$ cat config.mk
export PLATFORM = sky130hd
export DESIGN_NAME = pwm_duty_decoder
export DESIGN_NICKNAME = d
export VERILOG_FILES = /design/src/rtl/pwm_duty_decoder_pkg.sv /design/src/rtl/pwm_duty_div.sv /design/src/rtl/pwm_duty_decoder.sv
export SDC_FILE = /design/constraint.sdc
export NUM_CORES = 1
export LEC_CHECK = 0
export CORE_MARGIN = 1.5
export CORE_UTILIZATION = 35
export DETAILED_ROUTE_END_ITERATION = 7
export HOLD_SLACK_MARGIN = 0.12
export PLACE_DENSITY_LB_ADDON = 0.1
export SYNTH_ARGS = -nofsm -noshare
export SYNTH_HDL_FRONTEND = slang
export SYNTH_SLANG_ARGS = --single-unit
$ cat constraint.sdc
create_clock -name clk -period 7.7 [get_ports clk]
set_clock_uncertainty 0.1 [all_clocks]
set_input_delay 1.155 -clock clk [delete_from_list [all_inputs] [get_ports clk]]
set_output_delay 1.155 -clock clk [all_outputs]
set_load 0.005 [all_outputs]
$ cat src/rtl/pwm_duty_decoder_pkg.sv
// Shared definitions for the PWM duty decoder: FSM state codes and the duty scale
// that the on-chip PWM generator also uses.
package pwm_duty_decoder_pkg;

  localparam int DUTY_STEPS = 10;
  localparam int DUTY_W     = 4;

  typedef logic [1:0] dec_state_t;

  localparam dec_state_t ST_IDLE    = 2'd0;
  localparam dec_state_t ST_MEASURE = 2'd1;
  localparam dec_state_t ST_DIVIDE  = 2'd2;
  localparam dec_state_t ST_STUCK   = 2'd3;

  // Duty reported for a constant input level: full scale when stuck high.
  function automatic logic [DUTY_W-1:0] level_duty(input logic lvl);
    return lvl ? DUTY_W'(DUTY_STEPS) : '0;
  endfunction

endpackage

$ cat src/rtl/pwm_duty_div.sv
// Four-iteration restoring divider for the duty ratio; the quotient never exceeds
// DUTY_STEPS, so four quotient bits are enough.
module pwm_duty_div
  import pwm_duty_decoder_pkg::*;
#(
  parameter int CNT_W = 8
) (
  input  logic              clk,
  input  logic              rst_n,
  input  logic              start,
  input  logic              abort,
  input  logic [CNT_W+3:0]  numerator,
  input  logic [CNT_W-1:0]  denominator,
  output logic              busy,
  output logic              done,
  output logic [DUTY_W-1:0] quotient
);

  localparam int NUM_W = CNT_W + 4;

  logic [NUM_W-1:0]  rem_q, rem_d, dsh_q, dsh_d;
  logic [NUM_W-1:0]  rem_in, dsh_in, rem_next;
  logic [DUTY_W-1:0] quo_q, quo_d, quo_in;
  logic [1:0]        step_q, step_d;
  logic              busy_q, busy_d, done_q, done_d;
  logic              ge;

  // The first iteration is taken on the start edge itself, so the result is
  // ready (done) three cycles after start.
  always_comb begin
    rem_in   = start ? numerator : rem_q;
    dsh_in   = start ? {1'b0, denominator, 3'b000} : dsh_q;
    quo_in   = start ? '0 : quo_q;
    ge       = (rem_in >= dsh_in);
    rem_next = ge ? (rem_in - dsh_in) : rem_in;

    rem_d  = rem_q;
    dsh_d  = dsh_q;
    quo_d  = quo_q;
    step_d = step_q;
    busy_d = busy_q;
    done_d = 1'b0;

    if (abort) begin
      busy_d = 1'b0;
    end else if (start) begin
      rem_d  = rem_next;
      dsh_d  = dsh_in >> 1;
      quo_d  = {quo_in[DUTY_W-2:0], ge};
      step_d = 2'd2;
      busy_d = 1'b1;
    end else if (busy_q) begin
      rem_d = rem_next;
      dsh_d = dsh_in >> 1;
      quo_d = {quo_in[DUTY_W-2:0], ge};
      if (step_q == 2'd0) begin
        busy_d = 1'b0;
        done_d = 1'b1;
      end else begin
        step_d = step_q - 2'd1;
      end
    end
  end

  always_ff @(posedge clk or negedge rst_n) begin
    if (!rst_n) begin
      rem_q  <= '0;
      dsh_q  <= '0;
      quo_q  <= '0;
      step_q <= '0;
      busy_q <= 1'b0;
      done_q <= 1'b0;
    end else begin
      rem_q  <= rem_d;
      dsh_q  <= dsh_d;
      quo_q  <= quo_d;
      step_q <= step_d;
      busy_q <= busy_d;
      done_q <= done_d;
    end
  end

  assign busy     = busy_q;
  assign done     = done_q;
  assign quotient = quo_q;

endmodule

$ cat src/rtl/pwm_duty_decoder.sv
// Measures period and high time of an external PWM input and reports the duty
// in tenths, flagging stuck inputs by timeout and too-short periods as overrun.
module pwm_duty_decoder
  import pwm_duty_decoder_pkg::*;
#(
  parameter int CNT_W      = 8,
  parameter int MAX_PERIOD = 200,
  parameter int MIN_PERIOD = 6
) (
  input  logic              clk,
  input  logic              rst_n,
  input  logic              ena,
  input  logic              pwm_in,
  output logic [CNT_W-1:0]  period_cnt,
  output logic [CNT_W-1:0]  high_cnt,
  output logic [DUTY_W-1:0] duty_tenths,
  output logic              meas_valid,
  output logic              stuck,
  output logic              overrun
);

  localparam logic [CNT_W-1:0] RUN_MAX  = CNT_W'(MAX_PERIOD);
  localparam logic [CNT_W-1:0] RUN_LAST = CNT_W'(MAX_PERIOD - 1);
  localparam logic [CNT_W-1:0] RUN_MIN  = CNT_W'(MIN_PERIOD);
  localparam logic [CNT_W-1:0] RUN_ONE  = CNT_W'(1);

  logic [2:0]        sync_q, sync_d;
  dec_state_t        state_q, state_d;
  logic [CNT_W-1:0]  period_run_q, period_run_d, high_run_q, high_run_d;
  logic [CNT_W-1:0]  per_sh_q, per_sh_d, hi_sh_q, hi_sh_d;
  logic [CNT_W-1:0]  period_cnt_q, period_cnt_d, high_cnt_q, high_cnt_d;
  logic [DUTY_W-1:0] duty_q, duty_d;
  logic              meas_valid_q, meas_valid_d, stuck_q, stuck_d;
  logic              overrun_q, overrun_d;

  logic              s2, s3, rise, fall, timeout, to_stuck;
  logic [CNT_W+3:0]  num;
  logic              div_start, div_busy, div_done;
  logic [DUTY_W-1:0] div_quo;

  function automatic logic [CNT_W-1:0] sat_inc(input logic [CNT_W-1:0] v);
    return (v == RUN_MAX) ? v : v + RUN_ONE;
  endfunction

  assign s2      = sync_q[1];
  assign s3      = sync_q[2];
  assign rise    = s2 & ~s3;
  assign fall    = ~s2 & s3;
  assign timeout = (period_run_q == RUN_LAST) & ~rise;
  assign num     = ({4'b0000, high_run_q} << 3) + ({4'b0000, high_run_q} << 1);

  always_comb begin
    sync_d       = {sync_q[1:0], pwm_in};
    state_d      = state_q;
    period_run_d = period_run_q;
    high_run_d   = high_run_q;
    per_sh_d     = per_sh_q;
    hi_sh_d      = hi_sh_q;
    period_cnt_d = period_cnt_q;
    high_cnt_d   = high_cnt_q;
    duty_d       = duty_q;
    stuck_d      = stuck_q;
    meas_valid_d = 1'b0;
    overrun_d    = 1'b0;
    div_start    = 1'b0;
    to_stuck     = 1'b0;

    if (!ena) begin
      state_d      = ST_IDLE;
      period_run_d = '0;
      high_run_d   = '0;
    end else begin
      case (state_q)
        ST_MEASURE, ST_DIVIDE: begin
          if ((state_q == ST_DIVIDE) && !div_busy) state_d = ST_MEASURE;
          if (rise) begin
            if (period_run_q < RUN_MIN) begin
              overrun_d = 1'b1;
            end else begin
              per_sh_d  = period_run_q;
              hi_sh_d   = high_run_q;
              div_start = 1'b1;
              state_d   = ST_DIVIDE;
            end
            period_run_d = RUN_ONE;
            high_run_d   = RUN_ONE;
          end else if (timeout) begin
            to_stuck = 1'b1;
          end else begin
            period_run_d = sat_inc(period_run_q);
            high_run_d   = high_run_q + CNT_W'(s2);
          end
        end
        default: begin
          high_run_d = '0;
          if (rise) begin
            state_d      = ST_MEASURE;
            period_run_d = RUN_ONE;
            high_run_d   = RUN_ONE;
          end else if (timeout) begin
            to_stuck = 1'b1;
          end else if ((state_q == ST_STUCK) && fall) begin
            period_run_d = '0;
          end else begin
            period_run_d = sat_inc(period_run_q);
          end
        end
      endcase

      // Parking the counter at RUN_MAX keeps a steady level from re-reporting;
      // only a falling edge restarts the timeout.
      if (to_stuck) begin
        state_d      = ST_STUCK;
        period_run_d = RUN_MAX;
        high_run_d   = '0;
        period_cnt_d = '0;
        high_cnt_d   = '0;
        duty_d       = level_duty(s2);
        meas_valid_d = 1'b1;
        stuck_d      = 1'b1;
      end

      if (div_done) begin
        period_cnt_d = per_sh_q;
        high_cnt_d   = hi_sh_q;
        duty_d       = div_quo;
        meas_valid_d = 1'b1;
        stuck_d      = 1'b0;
      end
    end
  end

  always_ff @(posedge clk or negedge rst_n) begin
    if (!rst_n) begin
      sync_q       <= '0;
      state_q      <= ST_IDLE;
      period_run_q <= '0;
      high_run_q   <= '0;
      per_sh_q     <= '0;
      hi_sh_q      <= '0;
      period_cnt_q <= '0;
      high_cnt_q   <= '0;
      duty_q       <= '0;
      meas_valid_q <= 1'b0;
      stuck_q      <= 1'b0;
      overrun_q    <= 1'b0;
    end else begin
      sync_q       <= sync_d;
      state_q      <= state_d;
      period_run_q <= period_run_d;
      high_run_q   <= high_run_d;
      per_sh_q     <= per_sh_d;
      hi_sh_q      <= hi_sh_d;
      period_cnt_q <= period_cnt_d;
      high_cnt_q   <= high_cnt_d;
      duty_q       <= duty_d;
      meas_valid_q <= meas_valid_d;
      stuck_q      <= stuck_d;
      overrun_q    <= overrun_d;
    end
  end

  pwm_duty_div #(
    .CNT_W (CNT_W)
  ) u_div (
    .clk         (clk),
    .rst_n       (rst_n),
    .start       (div_start),
    .abort       (~ena),
    .numerator   (num),
    .denominator (period_run_q),
    .busy        (div_busy),
    .done        (div_done),
    .quotient    (div_quo)
  );

  assign period_cnt  = period_cnt_q;
  assign high_cnt    = high_cnt_q;
  assign duty_tenths = duty_q;
  assign meas_valid  = meas_valid_q;
  assign stuck       = stuck_q;
  assign overrun     = overrun_q;

endmodule

==> reports/results.ini, run 1 <==
[outcome]
status = complete, no violations

[power_and_ir_drop]
p_leak_nw = 2.47
p_int_mw = 0.754

[place]
place_ws_ns = 2.15
routabilityCongestion = 0.842
placed_cells = 706

[cells_and_area]
fin_cells = 722
comb_area_mm2 = 0.00238
ff_latch_area_mm2 = 0.00225
drive_above_1_share_pct = 4.40
antennaDiodeCount = 0
finalNetCount = 571
lay_top_count = nand2_1

[logic_synthesis]
yosysWarnings = 0
synth_cells = 526
yosysCellCount = 526
synthesis.nets = 556
synth_cell_type_count = 53

[floorplan]
die_w_um = 120
die-area_mm2 = 0.0144

[global_routing]
grtUsageTotal_pct = 16.9
grt_remaining_overflow = 0
grt_max_degree = 73

[worst_setup_path]
path_max_fanout = 22
end_kind = register
cp_slowest_cell = and2_1
slowest_delay_ns = 0.72
critical_path.cell_chain = clkdlybuf4s50_1, and4bb_4, and2_1, nand2_1, nand2_1, ha_1, nand3_1, a21oi_1, nor3_1, o22ai_2, nor2_8, mux2i_1, a21oi_1
cp-start-kind = input port
critPathLaunch = ena
rr_startpoint = state_q[0]$_DFFE_PN0P_

[sta]
slew_headroom_pct = 38.1
worstMarginPinSlew_ns = 0.928
fin_crit_ns = 5.15
setup_slack_ns = 2.55
clock.fmax_ghz = 0.194
finalSetupViolCount = 0
finalCritPeriodShare_pct = 66.8

[run]
warnings = 28

[routing]
via_per_inst = 5.09
first_pass_iters = 4

[clock_network]
clk_pin_slew_ns = 0.06
clock_sinks = 90
cts_max_level = 3

## run 1: worst paths after layout
path,to,cells after the start,slack (ns)
min in group asynchronous,period_cnt[6]$_DFFE_PN0P_,1,0.57
worst min register to register,sync_q[1]$_DFF_PN0_,0,0.25
worst max-delay path,u_div.rem_q[4]$_DFFE_PN0P_,13,2.55
max in group asynchronous,high_cnt[4]$_DFFE_PN0P_,2,5.74
worst max register to register,u_div.rem_q[4]$_DFFE_PN0P_,14,3.20
worst min-delay path,sync_q[1]$_DFF_PN0_,0,0.25
## run 1: cell type report
cell class	instances	area share [%]
Clock inverter	5	1.01
Tap cell	176	4.05
Inverter	10	0.690
Timing Repair Buffer	27	4.87
Sequential cell	90	41.4
Clock buffer	11	4.28
Multi-Input combinational cell	403	43.7
## run 1: per-layer routing
metal	track usage, %	vias up	routed length, um
met2	26.1	65	5010
met4	5.36	0	165
li1	-	1838	-
met5	0	-	0
met1	24.0	1757	5700
met3	3.42	14	348
## run 1: through the flow
| step | util [%] | cell area, um2 | total power, mW |
|---|---|---|---|
| after global routing | 40.9 | 5440 | 1.03 |
| after floorplan | - | 4770 | 0.537 |
| final | 40.9 | 5440 | 0.986 |
| after CTS | 40.9 | 5440 | 0.997 |
| after detailed placement | 38.8 | 5150 | 0.559 |
| after global placement | 38.8 | 5150 | 0.558 |
## run 1: power groups by stage
stage	Clock, mW	Combinational [mW]	Sequential (mW)
floorplan	0	0.0482	0.489
global placement	0	0.0674	0.490
detailed placement	0	0.0685	0.490
CTS	0.447	0.0689	0.481
global route	0.469	0.0770	0.482
finish	0.437	0.0673	0.481
## run 1: cell usage after synthesis (2+ instances only)
master,n,area (um2)
xor2_1,15,131
o211ai_1,4,30.0
o21ai_1,9,45.0
o21a_1,5,37.5
fa_1,2,40.0
a211oi_1,9,67.6
nor2b_1,3,18.8
dfrtp_1,90,2250
a31oi_1,3,18.8
mux2i_1,7,70.1
a21boi_1,5,37.5
o31ai_1,2,15.0
buf_2,3,15.0
a2bb2oi_1,2,17.5
nor3_1,9,45.0
nor2_1,45,169
a21o_1,3,22.5
ha_1,24,300
nand2_1,124,465
nand3_1,18,90.1
buf_6,2,22.5
and3_1,6,37.5
nand2b_1,5,31.3
clkbuf_1,15,56.3
xnor2_1,9,78.8
inv_1,10,37.5
nand4_1,2,12.5
o21ai_0,36,180
a21oi_1,28,140
buf_1,3,11.3
and2_1,6,37.5
## run 1: state kept, by name, indices dropped and copies added, names as in the netlist, 3 cells and up
name and cells:
period_run_q 8, u_div.quotient 4, u_div.dsh_q 10, period_cnt 8
per_sh_q 8, high_run_q 8, u_div.rem_q 12, duty_tenths 4
high_cnt 8, sync_q 3, hi_sh_q 8
## run 1: cells by family after synthesis
family	Yosys count	synth area share, %
and+or+nand+nor	226	20.7
AOI/OAI and AO/OA	120	16.1
DFF	90	47.2
buffers and inverters	33	2.99
adders and majority gates	26	7.13
xor gates and xnor gates	24	4.40
muxes	7	1.47
## run 1: worst max-delay path, delay by kind of cell
family	cells	cell delay, ns
buf+inv	1	0.71
compound gates	3	0.39
fa+ha+maj	1	0.29
mux	1	0.23
simple gates	7	2.43
### Power grid, run 1

The bar under the picture is 20 um long. Pins as bars on the die edge. Tap cells in gray.
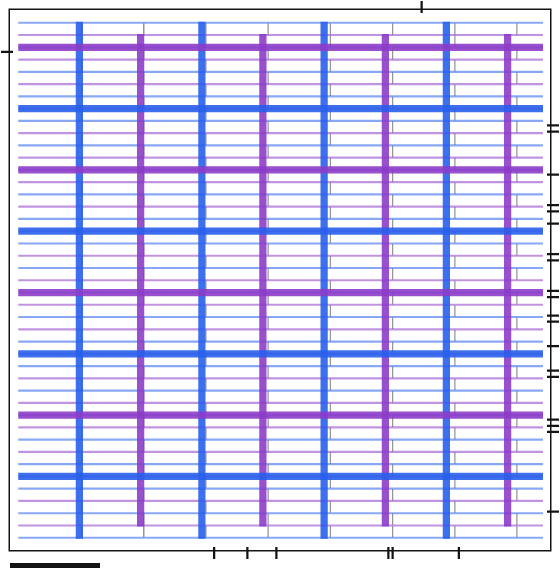
Key: VDD = purple; VSS = blue
176 tap cells. 43 met1 rails follow the rows. 8 straps on met4. 8 straps on met5.
Max rail drop VDD: 0.0750 mV
Die Y: 120 um
Core Area: 0.0133 mm2

### Cell classes on the final placement, run 1

The bar under the picture is 20 um long.
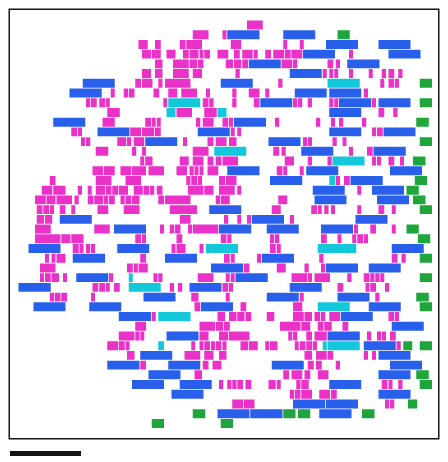
Key: clock drivers and dummy loads = cyan [cells 16]; combinational and other logic = magenta [cells 413]; flops = blue [cells 90]; other buffers and delay cells = green [cells 27]
sequential share of cell area: 41.4%
Final Util: 40.9%
row cnt: 42
design area: 0.00544 mm2

### Clock distribution, run 1

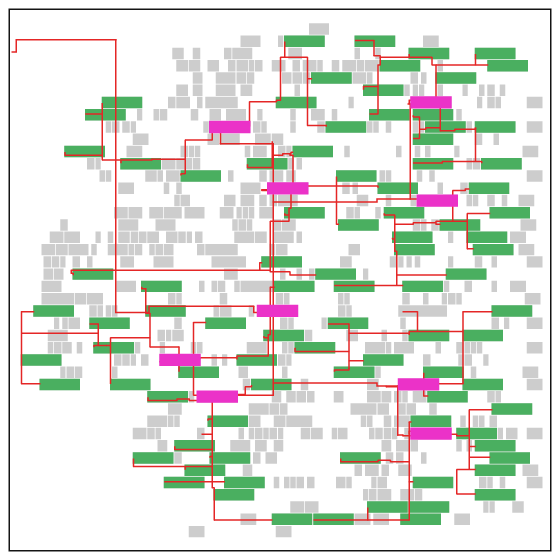
Key: flip-flops = green [count 90]; clock drivers = magenta [count 9]; clock wires = red [length 1270 um]
There are 10 routed clock nets. Position of the flops: widely spread.
clock group power: 0.437 mW
clk latency late pin: 0.35 ns
Clk pwr share: 44.4%

### Metal layers overlaid, run 1

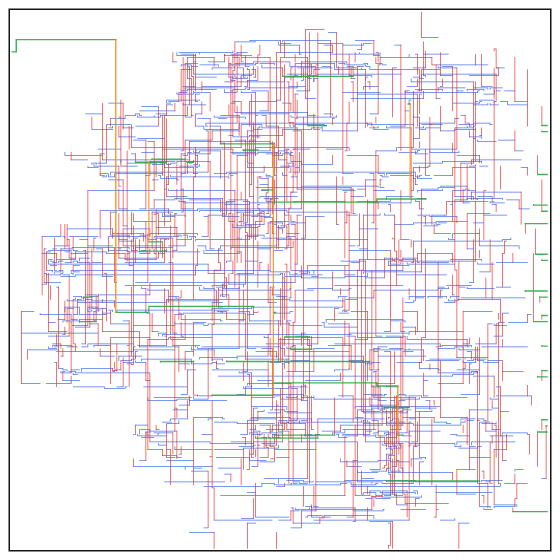
Key: metal 2 = red [wire length 5010 um]; metal 3 = green [wire length 349 um]; metal 4 = orange [wire length 166 um]; metal 1 = blue [wire length 5700 um]

==> inputs of run 2 (changes only) <==
==> constraint.sdc (replaced) <==
create_clock -name clk -period 5.2 [get_ports clk]
set_clock_uncertainty 0.1 [all_clocks]
set_input_delay 0.78 -clock clk [delete_from_list [all_inputs] [get_ports clk]]
set_output_delay 0.78 -clock clk [all_outputs]
set_load 0.005 [all_outputs]
### Clock distribution, run 2

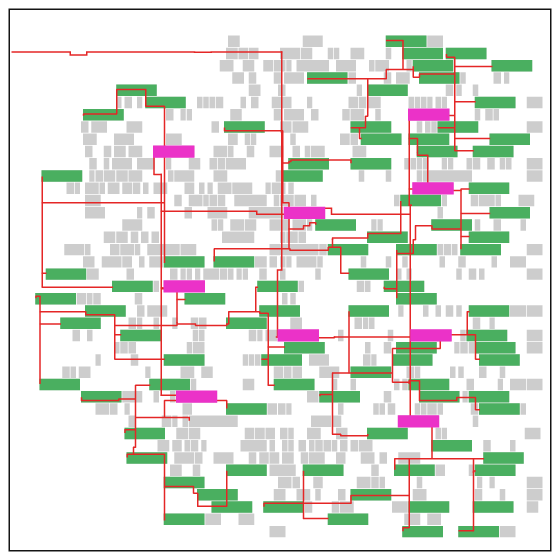
Key: clock drivers = magenta [count 9]; clock wires = red [length 1300 um]; flip-flops = green [count 90]
There are 10 routed clock nets. Position of the flops: widely spread.

==> reports/results.ini, run 2 <==
[cells_and_area]
largest_reg_flops = 12
registers.top_by_ff_count = u_div.rem_q
fin_cells = 724
drive_above_1_share_pct = 4.93
antennaDiodeCount = 0
largestRegisters = u_div.rem_q x12, u_div.dsh_q x10
postLayoutCellArea_mm2 = 0.00552

[clock_network]
insertion_delay_ns = 0.34
clock_sinks = 90
cts_max_level = 3

[logic_synthesis]
synth_cells = 526
yosysTopAreaCell = dfrtp_1
synth_top_area_share_pct = 47.2
synthesis.nets = 556
yosysWarnings = 0
common_cells = nand2_1 (124), dfrtp_1 (90), nor2_1 (45), o21ai_0 (36), a21oi_1 (28)
yosysCellCount = 526

[worst_setup_path]
path_max_fanout = 40
end_kind = register
cp-start-kind = register
rr_worst_depth = 15

[sta]
finalSetupViolCount = 0
fin_crit_ns = 4.35
clock.fmax_ghz = 0.230
worstMarginPinSlew_ns = 0.936
finalCritPeriodShare_pct = 83.6

[global_routing]
grt_remaining_overflow = 0
grtUsageTotal_pct = 16.6

[floorplan]
rows = 42
coreArea_mm2 = 0.0133
die_w_um = 120
die_y_um = 120

[min_path]
holdPathStages = 0

[power_and_ir_drop]
p_int_mw = 1.23
peakVddDrop_mv = 0.153
p_clk_share_pct = 48.2

[outcome]
status = complete, no violations

[place]
placed_area_mm2 = 0.00518

run 2: cell types whose count changed in the layout (fill, tap and decap cells not counted), moves of 2 or more:
cell / before / now
clkinvlp_4: 2 / 0
buf_4: 2 / 5
clkinv_2: 2 / 0
bufinv_16: 1 / 3
run 2: path summary, 6_finish.rpt:
path,startpoint,end,slack [ns]
worst min register to register,sync_q[0]$_DFF_PN0_,sync_q[1]$_DFF_PN0_,0.25
worst max register to register,state_q[0]$_DFFE_PN0P_,u_div.rem_q[7]$_DFFE_PN0P_,0.85
worst min-delay path,sync_q[0]$_DFF_PN0_,sync_q[1]$_DFF_PN0_,0.25
max in group asynchronous,rst_n,per_sh_q[5]$_DFFE_PN0P_,3.63
min in group asynchronous,rst_n,period_cnt[6]$_DFFE_PN0P_,0.41
worst max-delay path,state_q[0]$_DFFE_PN0P_,u_div.rem_q[7]$_DFFE_PN0P_,0.85
run 2: through the flow:
stage | power [mW] | worst slack, ns
2_1_floorplan | 0.795 | 1.13
3_3_place_gp | 0.827 | 0.697
3_5_place_dp | 0.828 | 0.579
4_1_cts | 1.59 | 0.813
5_1_grt | 1.63 | 0.484
6_report | 1.57 | 0.852
run 2: worst max-delay path: stages, from the launching register on:
cell and delay [ns]:
dfrtp_1 0.38, inv_1 0.06, ha_1 0.45, and4bb_4 0.27, a21bo_4 0.50, buf_4 0.34
nand2_1 0.08, nand2_1 0.11, ha_1 0.29, a21oi_1 0.21, a21oi_1 0.10, nor3_1 0.43
o22ai_2 0.22, nor2_8 0.33, mux2i_1 0.23, a21oi_1 0.08
run 2: final cells by class:
type,count,area (um2)
Clock inverter,4,98.8
Inverter,10,37.5
Timing Repair Buffer,30,288
Fill cell,1322,7780
Sequential cell,90,2250
Clock buffer,11,243
Multi-Input combinational cell,403,2380
Tap cell,176,220
run 2: cell families after synthesis:
| group | after synthesis | share of synthesized area [%] |
|---|---|---|
| compound gates | 120 | 16.1 |
| buf+inv | 33 | 2.99 |
| mux | 7 | 1.47 |
| xor+xnor | 24 | 4.40 |
| flops | 90 | 47.2 |
| fa+ha+maj | 26 | 7.13 |
| simple gates | 226 | 20.7 |
run 2: routing by layer:
layer | vias to the layer above | global-route usage (%) | part of all wire, %
met5 | - | 0 | 0
met4 | 0 | 6.10 | 1.4
met3 | 10 | 2.85 | 2.4
met2 | 61 | 25.9 | 44
met1 | 1762 | 23.2 | 52
li1 | 1838 | - | -
run 2: power by group through the flow:
stage / clock, mW / sequential [mW] / combinational [mW]
finish: 0.756 / 0.712 / 0.101
global route: 0.803 / 0.713 / 0.113
floorplan: 0 / 0.724 / 0.0714
CTS: 0.780 / 0.712 / 0.103
global placement: 0 / 0.726 / 0.102
detailed placement: 0 / 0.726 / 0.102
No activity file was given, so power comes from the tool's default toggle rates.
